`config.mk`:
```
export PLATFORM = sky130hd
export DESIGN_NAME = clk_ctl
export DESIGN_NICKNAME = d
export VERILOG_FILES = /design/src/rtl/clk_ctl.sv
export SDC_FILE = /design/constraint.sdc
export NUM_CORES = 1
export LEC_CHECK = 0
export ABC_AREA = 0
export CAP_MARGIN = 10
export CORE_ASPECT_RATIO = 1.75
export CORE_MARGIN = 8
export CORE_UTILIZATION = 50
export DETAILED_ROUTE_END_ITERATION = 10
export PLACE_DENSITY = 0.7
export SYNTH_ARGS = -nofsm -noshare
export SYNTH_HDL_FRONTEND = slang
export SYNTH_SLANG_ARGS = --single-unit
```
`constraint.sdc`:
```
create_clock -name clk -period 2 [get_ports clk]
set_clock_uncertainty 0.1 [all_clocks]
set_input_delay 0.4 -clock clk [delete_from_list [all_inputs] [get_ports clk]]
set_output_delay 0.4 -clock clk [all_outputs]
set_load 0.02 [all_outputs]
```
`src/rtl/clk_ctl.sv`:
```
// ----------------------------------------------------------------------------
// clk_ctl -- front-panel clock controller for a small CPU.
//
// Three asynchronous push buttons (go / step / halt) are synchronized and
// debounced. Each debounced rising edge becomes a one-cycle event that drives a
// four-state controller:
//   INIT : holds the CPU in reset for RST_CYC cycles, then moves to HALT
//   HALT : CPU frozen; go -> RUN, step -> STEP (halt has top priority)
//   RUN  : prescaler issues one ce pulse every DIV cycles until halt/HLT
//   STEP : exactly one ce pulse, then back to HALT
//
// Ports
//   clk      in   system clock, rising edge
//   reset    in   synchronous active-high reset
//   btn_go   in   asynchronous run button
//   btn_step in   asynchronous single-step button
//   btn_halt in   asynchronous halt button
//   halted   in   CPU executed HLT; only looked at in a ce cycle
//   ce       out  registered one-cycle CPU clock enable
//   rst_cpu  out  registered CPU reset, high in INIT
//   run      out  registered, high while in RUN
//   state    out  INIT=0, HALT=1, RUN=2, STEP=3
// ----------------------------------------------------------------------------
module clk_ctl #(
    parameter int DIV     = 1000,
    parameter int DEB     = 16,
    parameter int RST_CYC = 8
) (
    input  logic       clk,
    input  logic       reset,
    input  logic       btn_go,
    input  logic       btn_step,
    input  logic       btn_halt,
    input  logic       halted,
    output logic       ce,
    output logic       rst_cpu,
    output logic       run,
    output logic [1:0] state
);

    localparam int PW = (DIV > 1) ? $clog2(DIV) : 1;
    localparam logic [PW-1:0] PRE_MAX  = PW'(DIV - 1);
    localparam logic [7:0]    DEB_MAX  = 8'(DEB - 1);
    localparam logic [7:0]    INIT_MAX = 8'(RST_CYC - 1);

    localparam logic [1:0] S_INIT = 2'd0;
    localparam logic [1:0] S_HALT = 2'd1;
    localparam logic [1:0] S_RUN  = 2'd2;
    localparam logic [1:0] S_STEP = 2'd3;

    // Button bit order: [0]=go, [1]=step, [2]=halt
    localparam int EV_GO   = 0;
    localparam int EV_STEP = 1;
    localparam int EV_HALT = 2;

    logic [2:0]    btn_raw;
    logic [2:0]    sync1_q, sync1_d;
    logic [2:0]    sync2_q, sync2_d;
    logic [2:0]    deb_q, deb_d;
    logic [7:0]    dcnt_q [3];
    logic [7:0]    dcnt_d [3];
    logic [2:0]    ev_q, ev_d;

    logic [1:0]    state_q, state_d;
    logic          ce_q, ce_d;
    logic          run_q, run_d;
    logic          rst_cpu_q, rst_cpu_d;
    logic [PW-1:0] presc_q, presc_d;
    logic [7:0]    init_q, init_d;

    assign btn_raw = {btn_halt, btn_step, btn_go};

    // Synchronizer and debounce: the counter only advances while the
    // synchronized sample disagrees with the accepted level, so any sample
    // that agrees (a bounce) restarts the count from zero.
    always_comb begin
        sync1_d = btn_raw;
        sync2_d = sync1_q;
        deb_d   = deb_q;
        for (int i = 0; i < 3; i++) begin
            dcnt_d[i] = 8'd0;
            if (sync2_q[i] != deb_q[i]) begin
                if (dcnt_q[i] == DEB_MAX) begin
                    deb_d[i] = sync2_q[i];
                end else begin
                    dcnt_d[i] = dcnt_q[i] + 8'd1;
                end
            end
        end
        ev_d = deb_d & ~deb_q;
    end

    // Controller. Events arriving in INIT/STEP fall through unused, which is
    // what keeps them from being queued.
    always_comb begin
        state_d   = state_q;
        ce_d      = 1'b0;
        rst_cpu_d = 1'b0;
        presc_d   = presc_q;
        init_d    = init_q;
        case (state_q)
            S_INIT: begin
                rst_cpu_d = 1'b1;
                if (init_q == INIT_MAX) begin
                    state_d   = S_HALT;
                    rst_cpu_d = 1'b0;
                    init_d    = 8'd0;
                end else begin
                    init_d = init_q + 8'd1;
                end
            end
            S_HALT: begin
                if (ev_q[EV_HALT]) begin
                    state_d = S_HALT;
                end else if (ev_q[EV_STEP]) begin
                    // ce is raised together with entering STEP so the single
                    // pulse lines up with the STEP cycle.
                    state_d = S_STEP;
                    ce_d    = 1'b1;
                end else if (ev_q[EV_GO]) begin
                    state_d = S_RUN;
                    presc_d = '0;
                end
            end
            S_RUN: begin
                // halted is meaningful only in the cycle the CPU was enabled.
                if (ev_q[EV_HALT] || (ce_q && halted)) begin
                    state_d = S_HALT;
                    presc_d = '0;
                end else if (presc_q == PRE_MAX) begin
                    ce_d    = 1'b1;
                    presc_d = '0;
                end else begin
                    presc_d = presc_q + PW'(1);
                end
            end
            default: begin
                state_d = S_HALT;
            end
        endcase
        run_d = (state_d == S_RUN);
    end

    always_ff @(posedge clk) begin
        if (reset) begin
            sync1_q   <= '0;
            sync2_q   <= '0;
            deb_q     <= '0;
            ev_q      <= '0;
            for (int i = 0; i < 3; i++) begin
                dcnt_q[i] <= 8'd0;
            end
            state_q   <= S_INIT;
            ce_q      <= 1'b0;
            run_q     <= 1'b0;
            rst_cpu_q <= 1'b1;
            presc_q   <= '0;
            init_q    <= 8'd0;
        end else begin
            sync1_q   <= sync1_d;
            sync2_q   <= sync2_d;
            deb_q     <= deb_d;
            ev_q      <= ev_d;
            for (int i = 0; i < 3; i++) begin
                dcnt_q[i] <= dcnt_d[i];
            end
            state_q   <= state_d;
            ce_q      <= ce_d;
            run_q     <= run_d;
            rst_cpu_q <= rst_cpu_d;
            presc_q   <= presc_d;
            init_q    <= init_d;
        end
    end

    assign ce      = ce_q;
    assign rst_cpu = rst_cpu_q;
    assign run     = run_q;
    assign state   = state_q;

endmodule

```
Run 1, routed clock nets over the placement:
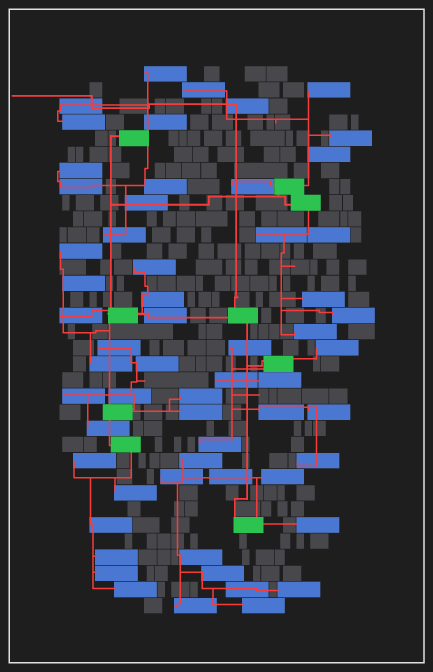
clock wires -> red  # length 732 um
flip-flops -> blue  # count 59
clock-net drivers -> green  # count 9
routed clock nets = 10
clock group total power: 1.20 mW
Clock power frac: 48.6%

Run 1, I/O pins on the die edge:
Pins as bars across the die edge, other pins in gray.
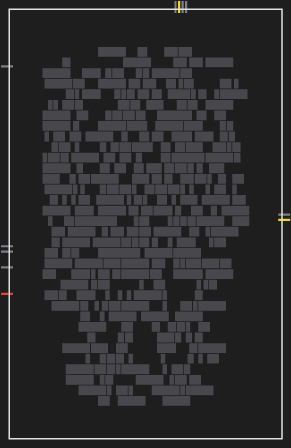
`btn_go` -> red  # pins 1, direction input, edge left
`state` -> yellow  # pins 2, direction output, edge 1 top, 1 right
all pins by edge = 5 left, 4 top, 2 right
port buffer count: 10
Vert. Die Dim: 110 um
Die W: 69.7 um

Run 1, cells by drive strength:
Scale bar: 20 um.
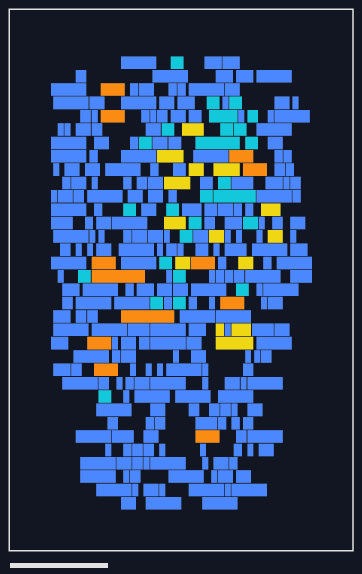
x6 and larger -> orange  # cells 12, most used clkbuf_8
x2 -> yellow  # cells 14
x3 and x4 -> cyan  # cells 26, most used buf_4
x1 and smaller -> blue  # cells 254, most used dfxtp_1
Non-Clock Buffer Count: 29
setup slack after layout: 0.0107 ns
area growth from synthesis to layout: 22.1%
finished layout cell area: 0.00309 mm^2

==> impl_metrics.tcl, run 1 <==
# metrics dict for downstream scripts
set metrics [dict create \
    status "complete, no violations" \
    rows 34 \
    fin_setup_tns_ns 0 \
    track_usage_pct 13.3 \
    floorplan.nets 281 \
    total_power_mw 2.47 \
    drv_slew 0 \
    cts.sinks 59 \
    rr_startpoint "state[1]" \
    dieArea_mm2 0.00768 \
    compound_area_share_pct 7.77 \
    grt_start_max_net_pins 19 \
    vdd_drop_max_v 0.000681 \
    hold_path_class "flop to flop" \
    clk_path_buf_depth 2 \
    dp_hpwl_um 3380 \
    yosysChipArea_mm2 0.00253 \
    nets 316 \
    fp_util_pct 51.2 \
    final_cell_mix "dfxtp_1 (57), nor2_1 (34), xor2_1 (20), buf_4 (19), nand2_1 (17)" \
    required_ns 2.15 \
]
run 1: worst paths after layout:
check / to / cells after the start
setup / recovery: presc_q[8] / 5
hold / removal: sync2_q[1] / 1
setup reg to reg: presc_q[8] / 5
hold reg to reg: sync2_q[1] / 1
run 1: repair_timing:
action | 4_1_cts | 5_1_grt
setup buffers | 0 | 0
endpoints found under the setup margin | 3 | 6
pin swaps | 1 | 0
gates resized | 2 | 7
run 1: critical path: stages, from the launching register on:
cell and delay, ns:
dfxtp_2 0.40, ha_4 0.15, a21bo_4 0.21, or4b_1 0.44, or4_1 0.42, a211oi_2 0.19
run 1: per-stage QoR:
stage,hold WS (ns),setup slack [ns],util [%],cells
detailed placement,0.330,-0.349,57.3,344
global route,0.357,-0.0437,62.6,360
CTS,0.345,-0.0281,61.9,360
finish,0.340,0.0107,62.6,360
global placement,0.318,-0.303,57.3,344
floorplan,0.313,-0.0708,-,266
run 1: per-layer routing:
metal	global-route usage (%)	vias up	routed length, um
met1	12.3	916	1930
met4	7.36	0	93
li1	-	1004	-
met5	0	-	0
met3	3.76	8	129
met2	25.7	18	2590
run 1: cell families (layout without fill, tap and decap cells):
group                    count (synthesis)  count (layout)
adder cells (fa/ha/maj)                  9               9
buffers and inverters                   11              51
flip-flops                              59              59
multiplexers                             4               4
AND/OR/NAND/NOR                        124             124
XOR/XNOR                                33              33
AND-OR/OR-AND                           26              26
run 1: report_power, final:
part | switching (mW) | internal, mW
clock | 0.466 | 0.734
sequential | 0.00991 | 1.19
combinational | 0.0348 | 0.0356
run 1: flip-flops by register name (all words and copies together), names as in the netlist:
| register | count |
|---|---|
| dcnt_q | 24 |
| presc_q | 10 |
| init_q | 8 |
| deb_q | 3 |
| ev_q | 3 |
| sync1_q | 3 |
| sync2_q | 3 |
| state | 2 |
| ce | 1 |
| rst_cpu | 1 |
| run | 1 |
run 1: synthesized netlist by cell type, types with 2 or more instances:
| cell type | count | share of area [%] |
|---|---|---|
| nand2b_1 | 2 | 0.49 |
| nand4_1 | 4 | 0.99 |
| a2111oi_0 | 2 | 0.69 |
| o21ai_1 | 2 | 0.40 |
| or4b_1 | 2 | 0.79 |
| inv_1 | 6 | 0.89 |
| or3_1 | 2 | 0.49 |
| nor3_1 | 11 | 2.2 |
| mux2_2 | 2 | 0.89 |
| nor2_1 | 34 | 5.0 |
| a21oi_1 | 4 | 0.79 |
| xnor2_1 | 13 | 4.5 |
| dfxtp_1 | 59 | 47 |
| nand2_1 | 17 | 2.5 |
| mux2i_1 | 2 | 0.79 |
| nor2b_1 | 9 | 2.2 |
| nand3_1 | 14 | 2.8 |
| nor4_1 | 3 | 0.74 |
| and4_1 | 2 | 0.69 |
| clkbuf_1 | 5 | 0.74 |
| and3_1 | 10 | 2.5 |
| o21ai_0 | 4 | 0.79 |
| xor2_1 | 20 | 6.9 |
| nor4b_1 | 3 | 1.0 |
| ha_1 | 9 | 4.5 |
| o2111ai_1 | 3 | 1.0 |
run 1: layout make-up:
class	count	area (um^2)
timing repair buffer	29	245
fill	430	1850
tap	54	67.6
multi-input combinational	196	1340
clock inverter	6	88.8
sequential	59	1190
clock buffer	10	138
inverter	6	25.0
## Run 2: what changed since run 1
--- a/config.mk
+++ b/config.mk
@@ -6,10 +6,11 @@
 export NUM_CORES = 1
 export LEC_CHECK = 0
 export ABC_AREA = 0
-export CAP_MARGIN = 10
+export CAP_MARGIN = 30
 export CORE_ASPECT_RATIO = 1.75
 export CORE_MARGIN = 8
 export CORE_UTILIZATION = 50
+export CTS_CLUSTER_SIZE = 10
 export DETAILED_ROUTE_END_ITERATION = 10
 export PLACE_DENSITY = 0.7
 export SYNTH_ARGS = -nofsm -noshare
Run 2, cells by drive strength:
Scale bar: 20 um.
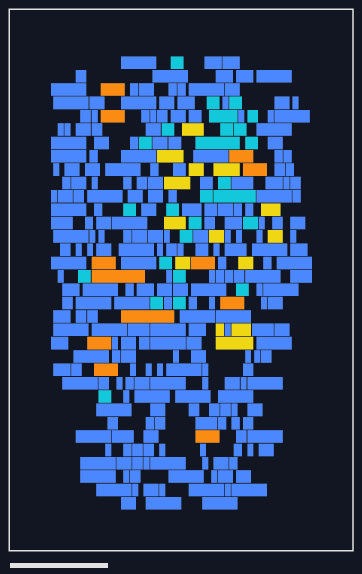
x3 and x4 -> cyan  # cells 26, most used buf_4
x1 and smaller -> blue  # cells 254, most used dfxtp_1
x6 and larger -> orange  # cells 12, most used clkbuf_8
x2 -> yellow  # cells 14

==> impl_metrics.tcl, run 2 <==
# metrics dict for downstream scripts
set metrics [dict create \
    whs_ns 0.340 \
    dieArea_mm2 0.00768 \
    cpPeakStageDelay_ns 0.44 \
    synth_top_cell_by_area "dfxtp_1" \
    fin_setup_tns_ns 0 \
    crit_chain "ha_4 -> a21bo_4 -> or4b_1 -> or4_1 -> a211oi_2" \
    top_cells_by_count "dfxtp_1 (59), nor2_1 (34), xor2_1 (20)" \
    status "complete, no violations" \
    regMostFlops "dcnt_q" \
    largest_reg_flops 24 \
    dieWidth_um 69.7 \
    reg_top3 "dcnt_q x24, presc_q x10, init_q x8" \
    dp_hpwl_um 3380 \
    postCtsSetupBuffers 0 \
    grt_start_max_net_pins 19 \
    track_usage_pct 13.3 \
    area_growth_pct 22.1 \
    floorplan.nets 281 \
    vdd_drop_max_v 0.000681 \
    nets 316 \
    top_cells_by_area "dfxtp_1 (47%), xor2_1 (6.9%), nor2_1 (5.0%), xnor2_1 (4.5%), ha_1 (4.5%)" \
    clockPowerShare_pct 48.6 \
    yosysChipArea_mm2 0.00253 \
]
Run 2, routed clock nets over the placement:
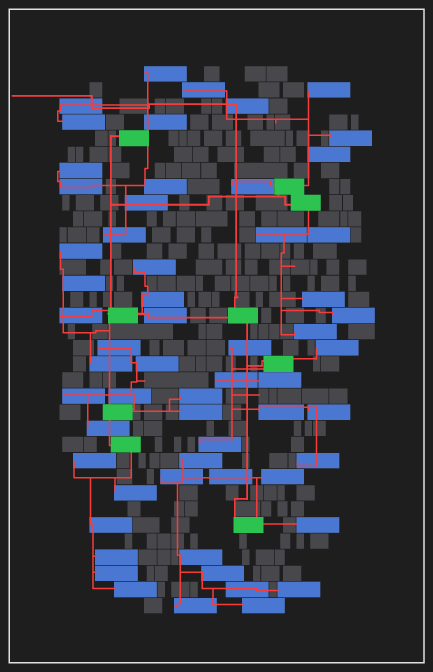
clock-net drivers -> green  # count 9
flip-flops -> blue  # count 59
clock wires -> red  # length 732 um
routed clock nets = 10
Worst-Skew Late Latency: 0.33 ns

## run 2: logic make-up after synthesis
logic type,synth area share [%]
flip-flops,46.7
AND-OR/OR-AND,7.77
buffers and inverters,1.63
adder cells (fa/ha/maj),4.46
XOR/XNOR,11.4
AND/OR/NAND/NOR,26.3
multiplexers,1.68
## run 2: final cells by class
class	instances	area, um^2
fillers	430	1850
multi-input cells	196	1340
flip-flops and latches	59	1190
repair buffers	29	245
clock buffers	10	138
clock inverters	6	88.8
well taps	54	67.6
inverters	6	25.0
## run 2: what timing repair did
action,4_1_cts,5_1_grt
setup endpoints to repair,3,6
endpoints found under the hold margin,0,0
pin swaps,1,0
gates resized,2,7
## run 2: path summary, 6_finish.rpt
check,startpoint,endpoint,slack [ns],cells past startpoint
hold reg to reg,sync1_q[1],sync2_q[1],0.34,1
setup / recovery,state[1],presc_q[8],0.01,5
hold / removal,sync1_q[1],sync2_q[1],0.34,1
setup reg to reg,state[1],presc_q[8],0.01,5
## run 2: worst max-delay path, delay by kind of cell, from the launching register on
kind                     cells  cell delay, ns
flip-flops                   1            0.40
AND-OR/OR-AND                2            0.40
adder cells (fa/ha/maj)      1            0.15
AND/OR/NAND/NOR              2            0.86
## run 2: per-stage QoR
stage | power, mW | cells | setup slack, ns
CTS | 2.50 | 360 | -0.0281
global placement | 1.29 | 344 | -0.303
global route | 2.55 | 360 | -0.0437
floorplan | 1.27 | 266 | -0.0708
detailed placement | 1.29 | 344 | -0.349
finish | 2.47 | 360 | 0.0107
## run 2: layer usage
metal,vias up,wire length [um],GRT usage [%]
met5,-,0,0
li1,1004,-,-
met1,916,1930,12.3
met3,8,129,3.76
met2,18,2590,25.7
met4,0,93,7.36
## run 2: power by group through the flow
stage	logic, mW	registers (mW)	clock network, mW
6_report	0.0704	1.20	1.20
5_1_grt	0.0790	1.20	1.27
4_1_cts	0.0706	1.20	1.23
3_5_place_dp	0.0695	1.22	0
3_3_place_gp	0.0672	1.22	0
2_1_floorplan	0.0438	1.22	0
## Run 3: what changed since run 2
--- a/config.mk
+++ b/config.mk
@@ -7,8 +7,7 @@
 export LEC_CHECK = 0
 export ABC_AREA = 0
 export CAP_MARGIN = 30
-export CORE_ASPECT_RATIO = 1.75
-export CORE_MARGIN = 8
+export CORE_MARGIN = 2
 export CORE_UTILIZATION = 50
 export CTS_CLUSTER_SIZE = 10
 export DETAILED_ROUTE_END_ITERATION = 10
Run 3, routed clock nets over the placement:
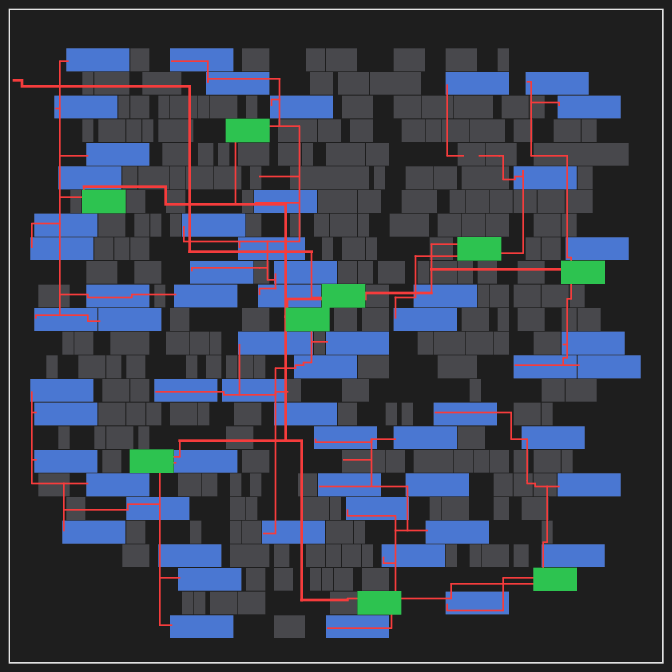
clock wires -> red  # length 726 um
clock-net drivers -> green  # count 9
flip-flops -> blue  # count 59
flops lie = all over the die
Clock power frac: 45.2%
clock group total power: 1.05 mW
Worst-Skew Late Latency: 0.34 ns

==> impl_metrics.tcl, run 3 <==
# metrics dict for downstream scripts
set metrics [dict create \
    status "complete, no violations" \
    synth_top_cell_by_area "dfxtp_1" \
    top_cell "dfxtp_1" \
    crit_type "flop to flop" \
    vias 1895 \
    coreArea_mm2 0.00479 \
    top_cells_by_area "dfxtp_1 (47%), xor2_1 (6.9%), nor2_1 (5.0%), xnor2_1 (4.5%), ha_1 (4.5%)" \
    yosysCellCount 266 \
    reg2reg_depth 6 \
    portBuffers 10 \
    crit_chain "inv_4 -> ha_4 -> a21bo_4 -> or4b_1 -> or4_4 -> a211oi_2" \
    fp_util_pct 52.8 \
    required_ns 2.16 \
    dieArea_mm2 0.00564 \
    vdd_drop_max_v 0.000496 \
    drv_slew 0 \
    critPathMaxFanout 4 \
    reg_top3 "dcnt_q x24, presc_q x10, init_q x8" \
    cts.sinks 59 \
    total_power_mw 2.32 \
    drive_gt1_share_pct 15.8 \
    n_antenna_cell 0 \
    grt_pass1_vias 1812 \
    track_usage_pct 18.6 \
    rsz0062_at_grt "yes" \
    regMostFlops "dcnt_q" \
    crit_slowest_cell "or4b_1" \
    final_cell_mix "dfxtp_1 (57), nor2_1 (33), xor2_1 (20), nand2_1 (17), buf_4 (17)" \
    dp_slack_ns -0.315 \
    hold_path_class "flop to flop" \
    dieWidth_um 75.1 \
    gr-total-overflow 0 \
    floorplan.nets 281 \
    drt_iter0_markers 36 \
    grt_start_max_net_pins 16 \
    nets 314 \
    fp.dieH_um 75.1 \
    fin_setup_tns_ns 0 \
    top_cells_by_count "dfxtp_1 (59), nor2_1 (34), xor2_1 (20)" \
    yosysChipArea_mm2 0.00253 \
    hold_depth 1 \
    top_cell_area_share_pct 46.7 \
    clk_path_buf_depth 2 \
    largest_reg_flops 24 \
    cpPeakStageDelay_ns 0.46 \
    dp_hpwl_um 3120 \
    rows 25 \
    whs_ns 0.335 \
    syn_area_mm2 0.00253 \
    nFillCells 400 \
]
Run 3, cells by drive strength:
Scale bar: 20 um.
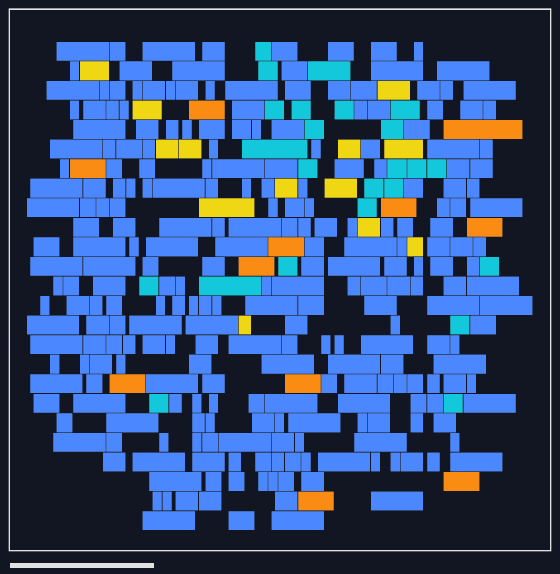
x2 -> yellow  # cells 13, most used mux2_2
x6 and larger -> orange  # cells 11, most used clkbuf_8
x3 and x4 -> cyan  # cells 24, most used buf_4
x1 and smaller -> blue  # cells 255, most used dfxtp_1
area growth from synthesis to layout: 20.7%
setup slack after layout: 0.0127 ns
Non-Clock Buffer Count: 27
finished layout cell area: 0.00305 mm^2

[run 3: netlist changes by cell type in the layout (fill, tap and decap cells not counted), sizes merged]
cell,change
dlymetal6s2s,-1
bufinv,-1
clkinvlp,-1
buf,-2
clkdlybuf4s50,+1
clkbuf,+1
[run 3: timing repair]
item,4_1_cts,5_1_grt
buffers inserted,0,0
resized,2,6
setup endpoints to repair,1,13
pin swaps,0,1
[run 3: where the power goes]
part	leakage, nW	internal (mW)	total [mW]	switching, mW
logic	0.576	0.0365	0.0699	0.0333
clock network	0.0954	0.602	1.05	0.446
registers	0.479	1.19	1.20	0.00986
total	1.15	1.83	2.32	0.489
[run 3: layer usage]
| metal | track usage [%] | up-vias | wire length, um |
|---|---|---|---|
| li1 | - | 1000 | - |
| met1 | 23.0 | 872 | 2230 |
| met2 | 29.0 | 17 | 2110 |
| met3 | 8.03 | 6 | 133 |
| met4 | 6.35 | 0 | 66 |
| met5 | 0 | - | 0 |
[run 3: area by class of cell]
cell class / instances / area, um^2 / area share, %
clock inverters: 4 / 51.3 / 1.68
inverters: 6 / 25.0 / 0.820
well taps: 67 / 83.8 / 2.75
flip-flops and latches: 59 / 1190 / 38.9
clock buffers: 11 / 141 / 4.63
multi-input cells: 196 / 1340 / 43.8
repair buffers: 27 / 228 / 7.47
[run 3: worst max-delay path, delay by kind of cell (launching register included)]
kind / cells / cell delay [ns]
DFF: 1 / 0.36
buffers and inverters: 1 / 0.06
and+or+nand+nor: 2 / 0.88
AOI/OAI and AO/OA: 2 / 0.38
adders and majority gates: 1 / 0.12
[run 3: logic make-up after synthesis]
group / synth area share (%)
mux: 1.68
compound gates: 7.77
xor+xnor: 11.4
buf+inv: 1.63
simple gates: 26.3
fa+ha+maj: 4.46
flops: 46.7
[run 3: worst paths after layout]
kind / startpoint / to / slack [ns]
worst max-delay path: state[0] / presc_q[8] / 0.01
worst min-delay path: sync1_q[2] / sync2_q[2] / 0.33
worst max register to register: state[0] / presc_q[8] / 0.01
worst min register to register: sync1_q[2] / sync2_q[2] / 0.33
[run 3: metrics by stage]
stage	instances	utilization [%]
floorplan	266	-
global placement	355	59.1
detailed placement	355	59.1
CTS	370	63.4
global route	370	63.7
finish	370	63.7
Power and IR drop assume default switching activity.
